**src/rtl/fft_result_collector.sv**
```systemverilog
// Buffers one 32-point FFT result frame (re words, then im words) and replays it as (bin, re, im) triples.
// Optional magnitude peak tracking is enabled with `define FFT_PEAK_EN.
module fft_result_collector #(
   parameter int N  = 32,
   parameter int DW = 17
) (
   input  logic                 clk,
   input  logic                 rst,
   input  logic                 finish,
   input  logic [DW-1:0]        answer,
   output logic                 bin_valid_o,
   input  logic                 bin_ready_i,
   output logic [$clog2(N)-1:0] bin_idx_o,
   output logic [DW-1:0]        bin_re_o,
   output logic [DW-1:0]        bin_im_o,
   output logic                 frame_done_o,
   output logic                 overrun_o,
   output logic                 peak_valid_o,
   output logic [$clog2(N)-1:0] peak_bin_o,
   output logic [DW:0]          peak_mag_o
);

   localparam int AW = $clog2(N);
   localparam logic [AW-1:0] LAST = AW'(N - 1);

   typedef enum logic [1:0] {COL_RE, COL_IM, DRAIN} state_t;

   state_t          state, state_nxt;
   logic [AW-1:0]   wcnt, wcnt_nxt;
   logic [AW-1:0]   ridx, ridx_nxt;
   logic            we_re, we_im, last_xfer, in_drain;
   logic [DW-1:0]   re_mem [N];
   logic [DW-1:0]   im_mem [N];

   assign in_drain = (state == DRAIN);

   always_ff @(posedge clk) begin
      if (rst) begin
         state        <= COL_RE;
         wcnt         <= '0;
         ridx         <= '0;
         frame_done_o <= 1'b0;
         overrun_o    <= 1'b0;
      end else begin
         state        <= state_nxt;
         wcnt         <= wcnt_nxt;
         ridx         <= ridx_nxt;
         frame_done_o <= last_xfer;
         // The core cannot be stalled, so any word arriving while draining is lost.
         if (in_drain && finish)
            overrun_o <= 1'b1;
      end
   end

   always_comb begin
      state_nxt = state;
      wcnt_nxt  = wcnt;
      ridx_nxt  = ridx;
      we_re     = 1'b0;
      we_im     = 1'b0;
      last_xfer = 1'b0;
      case (state)
         COL_RE: begin
            if (finish) begin
               we_re = 1'b1;
               if (wcnt == LAST) begin
                  state_nxt = COL_IM;
                  wcnt_nxt  = '0;
               end else begin
                  wcnt_nxt = wcnt + 1'b1;
               end
            end
         end
         COL_IM: begin
            if (finish) begin
               we_im = 1'b1;
               if (wcnt == LAST) begin
                  state_nxt = DRAIN;
                  ridx_nxt  = '0;
               end else begin
                  wcnt_nxt = wcnt + 1'b1;
               end
            end
         end
         DRAIN: begin
            if (bin_ready_i) begin
               if (ridx == LAST) begin
                  state_nxt = COL_RE;
                  wcnt_nxt  = '0;
                  last_xfer = 1'b1;
               end else begin
                  ridx_nxt = ridx + 1'b1;
               end
            end
         end
         default: begin
            state_nxt = COL_RE;
            wcnt_nxt  = '0;
            ridx_nxt  = '0;
         end
      endcase
   end

   // Frame buffer is not reset; its contents are meaningless until refilled.
   always_ff @(posedge clk) begin
      if (we_re)
         re_mem[wcnt] <= answer;
      if (we_im)
         im_mem[wcnt] <= answer;
   end

   assign bin_valid_o = in_drain;
   assign bin_idx_o   = in_drain ? ridx : '0;
   assign bin_re_o    = in_drain ? re_mem[ridx] : '0;
   assign bin_im_o    = in_drain ? im_mem[ridx] : '0;

`ifdef FFT_PEAK_EN
   logic [DW:0]   mag, pk_mag;
   logic [AW-1:0] pk_bin;

   // DW+1 bits so that |-2^(DW-1)| is representable.
   function automatic logic [DW:0] absv(input logic [DW-1:0] v);
      absv = v[DW-1] ? ({1'b0, ~v} + {{DW{1'b0}}, 1'b1}) : {1'b0, v};
   endfunction

   // re[wcnt] was written during COL_RE, so it pairs with the incoming imag word.
   assign mag = absv(re_mem[wcnt]) + absv(answer);

   always_ff @(posedge clk) begin
      if (rst) begin
         pk_mag <= '0;
         pk_bin <= '0;
      end else if (state == COL_RE && state_nxt == COL_IM) begin
         pk_mag <= '0;
         pk_bin <= '0;
      end else if (we_im && mag > pk_mag) begin
         // Strict compare: ties keep the lower bin.
         pk_mag <= mag;
         pk_bin <= wcnt;
      end
   end

   assign peak_valid_o = in_drain;
   assign peak_bin_o   = in_drain ? pk_bin : '0;
   assign peak_mag_o   = in_drain ? pk_mag : '0;
`else
   assign peak_valid_o = 1'b0;
   assign peak_bin_o   = '0;
   assign peak_mag_o   = '0;
`endif

endmodule

```
**config.mk**
```make
export PLATFORM = sky130hd
export DESIGN_NAME = fft_result_collector
export DESIGN_NICKNAME = d
export VERILOG_FILES = /design/src/rtl/fft_result_collector.sv
export SDC_FILE = /design/constraint.sdc
export NUM_CORES = 1
export LEC_CHECK = 0
export ABC_AREA = 1
export CORE_ASPECT_RATIO = 1.4
export CORE_UTILIZATION = 40
export DETAILED_ROUTE_END_ITERATION = 8
export SLEW_MARGIN = 40
export SYNTH_ARGS = -nofsm -noshare
export SYNTH_HDL_FRONTEND = slang
export SYNTH_SLANG_ARGS = --single-unit
```
**constraint.sdc**
```tcl
create_clock -name clk -period 2.8 [get_ports clk]
set_input_delay 0.42 -clock clk [delete_from_list [all_inputs] [get_ports clk]]
set_output_delay 0.42 -clock clk [all_outputs]
set_load 0.05 [all_outputs]
```
Fig. 1: run 1, cell classes on the final placement
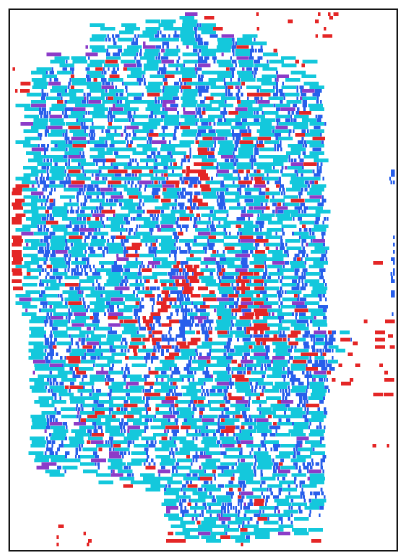
| color | class | cells | share of their area |
|---|---|---|---|
| purple | clock drivers and dummy loads | 185 | 6.0% |
| red | other buffers and delay cells | 397 | 11% |
| cyan | flip-flops | 1107 | 60% |
| blue | all other logic | 2607 | 23% |

Fig. 2: run 1, floorplan with the power grid
Bar = 100 um. Pins as bars on the die edge. Tap cells in gray.
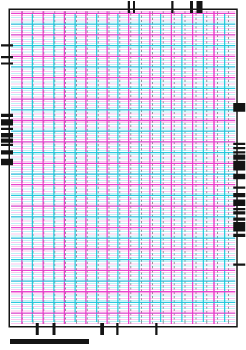
| color | net |
|---|---|
| magenta | VSS |
| cyan | VDD |
met5 straps: 29
signal pins: 87
rows: 146
met1 rails: 147

Fig. 3: run 1, routed metal, one color a layer
Bar = 100 um. Only two layers are drawn.
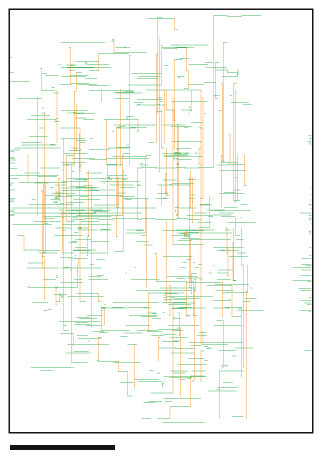
| color | layer | wire length |
|---|---|---|
| orange | met4 | 6340 um |
| green | met3 | 8240 um |

Fig. 4: run 1, clock distribution
Bar = 100 um.
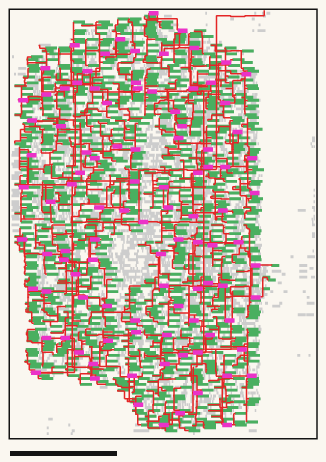
[red] clock wires | length: 12300 um
[green] flip-flops | count: 1107
[magenta] cells driving clock nets | count: 101
routed clock nets: 102

==> results.ini, run 1 <==
[sta]
setup_viol_count_final=34
worstMarginPinSlew_ps=894
post-route-min-period_ps=3200
finalWorstSetupSlack_ps=-398
relSlewSlack_pct=40.4
holdWs_ps=161

[run_status]
violations=setup timing
status=finished, violations left

[logic_synthesis]
yosys_cells=3957
syn_avg_cell_area_um2=11.5
edf_count=1088
ys_ff=1107
synth_area_um2=45600
synth.largest_area_cell=edfxtp_1
synth-seq-area-share_pct=72.5
yosys_area_um2=45600

[worst_setup_path]
critPathRequiredTime_ps=2380
crit_path_max_fanout=10
critical_path_arrival_ps=2780
cp-start-kind=flop
end_kind=output pin
max_stage_delay_ps=390

[clock_network]
cts.sinks=1107

[finish]
antenna_cells=0
final_util_pct=50.0

[min_path]
min_path_type=input pin to flop

[global_route]
grt.total_usage_pct=23.4
grt_max_degree=76
grt_overflow=0

[detailed_routing]
finalWirelength_um=138000

[place]
gp_congestion=0.838
place_ws_ps=68.1

[die]
core-area_um2=113000
row_count=146

-- run 1: cell usage in the layout, fill, tap and decap left out, types with 28 or more instances in the layout --
| master | Yosys | final |
|---|---|---|
| buf_16 | 0 | 43 |
| o21ai_1 | 22 | 40 |
| edfxtp_1 | 1088 | 1088 |
| nor2_4 | 0 | 42 |
| o21ai_0 | 75 | 55 |
| nand2_2 | 0 | 119 |
| buf_12 | 1 | 130 |
| nor2_1 | 299 | 173 |
| nand3_2 | 0 | 80 |
| clkbuf_16 | 0 | 116 |
| nand2_1 | 1379 | 1244 |
| nand3_1 | 733 | 650 |
| buf_4 | 43 | 154 |
| clkinv_1 | 2 | 28 |
| nor2_2 | 0 | 84 |
-- run 1: power breakdown --
part | internal [W] | total (W) | switching, W
combinational | 0.000108 | 0.000657 | 0.000550
sequential | 0.0182 | 0.0182 | 0.0000154
clock | 0.00781 | 0.0139 | 0.00612
total | 0.0261 | 0.0328 | 0.00669
-- run 1: timing repair --
action | CTS | global route
hold buffers | 1 | 0
endpoints found under the setup margin | 36 | 35
setup buffers | 43 | 22
gates resized | 341 | 158
cloned | 31 | 16
pin swaps | 77 | 91
hold endpoints to repair | 1 | 0
-- run 1: per-layer routing --
metal / up-vias / share of wire (%) / track usage (%)
met5: - / 0 / 0
met4: 0 / 4.6 / 11.3
met3: 282 / 6.0 / 2.54
met2: 1300 / 51 / 40.6
met1: 15500 / 39 / 28.9
li1: 14200 / - / -
-- run 1: state kept, by name, summed over array words and instances (netlist names), named ones only --
name and cells:
wcnt 5, ridx 5, state 2, im_mem 544, re_mem 544, frame_done_o 1, overrun_o 1
-- run 1: cells by family after synthesis --
family,Yosys count,synth area share [%]
simple gates,2427,22.1
flops,1107,72.5
buf+inv,296,3.89
compound gates,117,1.33
fa+ha+maj,8,0.219
xor+xnor,1,0.0192
other cells,1,0.00822
-- run 1: area by class of cell --
class,instances,area (um2),area share (%)
flip-flops and latches,1107,33100,58.5
multi-input cells,2577,12300,21.7
repair buffers,397,5890,10.4
clock buffers,112,2570,4.54
well taps,1480,1850,3.27
clock inverters,73,706,1.25
inverters,25,139,0.246
repair inverters,5,53.8,0.0951
-- run 1: through the flow --
step,TNS [ps],instance area [um2],instances
final,-11060,56500,5776
after detailed placement,0,49800,5488
after CTS,-10710,55500,5744
after floorplan,0,45700,3980
after global placement,0,49800,5488
after global routing,-13310,56500,5776
-- run 1: final timing paths --
| check | to | slack, ps |
|---|---|---|
| worst min-delay path | re_mem[20][1] | 160 |
| worst max register to register | flop | 430 |
| worst min register to register | overrun_o | 500 |
| worst max-delay path | bin_re_o[3] | -400 |
==> inputs of run 2 (changes only) <==
- SETUP_SLACK_MARGIN: unset -> 0.5
Fig. 5: run 2, cell classes on the final placement
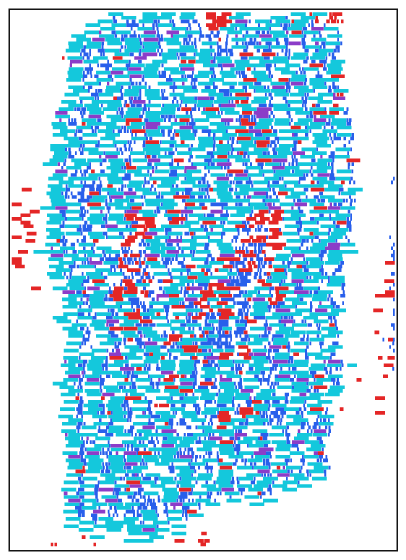
| color | class | cells | share of their area |
|---|---|---|---|
| purple | clock drivers and dummy loads | 182 | 6.3% |
| cyan | flip-flops | 1107 | 61% |
| blue | all other logic | 2612 | 22% |
| red | other buffers and delay cells | 338 | 10% |

==> run 2 against run 1 <==
Net effect:
- the run still ends with setup timing left
- total power is 1.4% higher
- highest routed layer unchanged
- largest cell class unchanged
- first-iteration DRC count is 2.3% lower
- final cell count is 0.97% lower
- combinational power is 1% higher
- largest power group unchanged
- wire length is 0.87% lower
- critical path depth is 2 higher
- clock skew is 14 ps higher
- clock-buffer cell count is 8 higher
- worst setup slack better by 33 ps
==> results.ini, run 2 <==
[clock_network]
ctsHoldBuffers=0  ; -1
cts.sinks=1107  ; unchanged

[worst_setup_path]
cp-start-kind=flop
r2r_slack_ps=540  ; +110 ps
crit_end=bin_re_o[6]
critPathRequiredTime_ps=2380  ; about the same
end_kind=output pin
crit_path_max_fanout=6  ; -4
r2r-end=re_mem[5][16]

[logic_synthesis]
yosys_area_um2=45600  ; unchanged
top_logic_kind=simple AND/OR/NAND/NOR gates
synth.largest_area_cell=edfxtp_1
yosys_cells=3957  ; unchanged
synth-seq-area-share_pct=72.5  ; unchanged
syn_avg_cell_area_um2=11.5  ; unchanged
edf_count=1088  ; unchanged
ys_sh_adder_pct=0.219  ; unchanged
synth.area.mux_share_pct=0  ; unchanged

[place]
gp_congestion=0.824  ; -1.6%

[finish]
final_common_cell=nand2_1
final_cell_mix=1319 x nand2_1, 1088 x edfxtp_1, 701 x nand3_1, 171 x nor2_1, 124 x buf_12
top_regs=im_mem: 544 flops, re_mem: 544 flops

[min_path]
min_path_type=input pin to flop

[sta]
relSlewSlack_pct=42.5  ; +2.1 points
post-route-min-period_ps=3170  ; -33.1 ps
worstMarginPinSlew_ps=862  ; -31.9 ps
setup_viol_count_final=34  ; unchanged
finalWorstSetupSlack_ps=-365  ; +33.1 ps
holdWs_ps=201  ; +40.5 ps

[run_status]
violations=setup timing
status=finished, violations left

[global_route]
grt_max_degree=65  ; -14%
grt.total_usage_pct=23.5  ; +0.11 points
grt_overflow=0  ; unchanged

[die]
core-area_um2=113000  ; unchanged

[run 2: cell counts after synthesis]
No cell type changed its count.
[run 2: cells by family after synthesis]
kind of cell    count (synthesis)
xor+xnor                        1
compound gates                117
simple gates                 2427
flops                        1107
fa+ha+maj                       8
buf+inv                       296
other cells                     1
[run 2: per-stage QoR]
step                      util, %  std cells  area, um2  worst slack [ps]  setup TNS [ps]
after floorplan                 -       3980      45800               578               0
after global placement       43.8       5442      49500               170               0
after detailed placement     43.8       5442      49500               177               0
after CTS                    48.9       5701      55300              -330           -9220
after global routing         49.5       5719      55900              -496          -12280
final                        49.5       5720      55900              -365           -9060
[run 2: critical path, delay by kind of cell, from the launching register on]
| kind | cells | cell delay [ps] |
|---|---|---|
| simple gates | 8 | 670 |
| buf+inv | 7 | 950 |
| flops | 1 | 400 |
[run 2: layer usage]
metal,vias up,global-route usage (%),wire length (um)
met1,15500,30.1,53600
li1,14100,-,-
met3,238,3.04,9670
met2,1351,39.8,68100
met5,-,0,0
met4,0,10.0,5090
[run 2: how the worst min path moves through the flow]
stage / end / cells after the start / slack (ps)
2_1_floorplan: flop / 2 / 480
3_3_place_gp: flop / 2 / 510
3_5_place_dp: flop / 2 / 520
4_1_cts: im_mem[29][8] / 1 / 170
5_1_grt: im_mem[27][8] / 1 / 200
6_report: im_mem[29][8] / 1 / 200
[run 2: power by group]
group | total (W) | internal (W) | switching [W]
registers | 0.0182 | 0.0182 | 0.0000166
logic | 0.000665 | 0.000113 | 0.000551
clock network | 0.0144 | 0.00827 | 0.00612
total | 0.0333 | 0.0266 | 0.00669
[run 2: final cells by class]
type	instances	area [um2]	area share [%]
Antenna cell	1	2.50	0.00447
Clock buffer	120	2630	4.70
Clock inverter	62	771	1.38
Inverter	25	139	0.248
Multi-Input combinational cell	2577	11800	21.1
Sequential cell	1107	33100	59.1
Tap cell	1480	1850	3.31
Timing Repair Buffer	338	5520	9.86
Timing Repair inverter	10	158	0.282
[run 2: timing repair]
| item | CTS | global route |
|---|---|---|
| setup endpoints to repair | 48 | 49 |
| buffers inserted | 30 | 10 |
| resized | 253 | 109 |
| gates cloned | 47 | 8 |
| pin swaps | 42 | 50 |
Power is estimated from default activity; no workload was simulated.
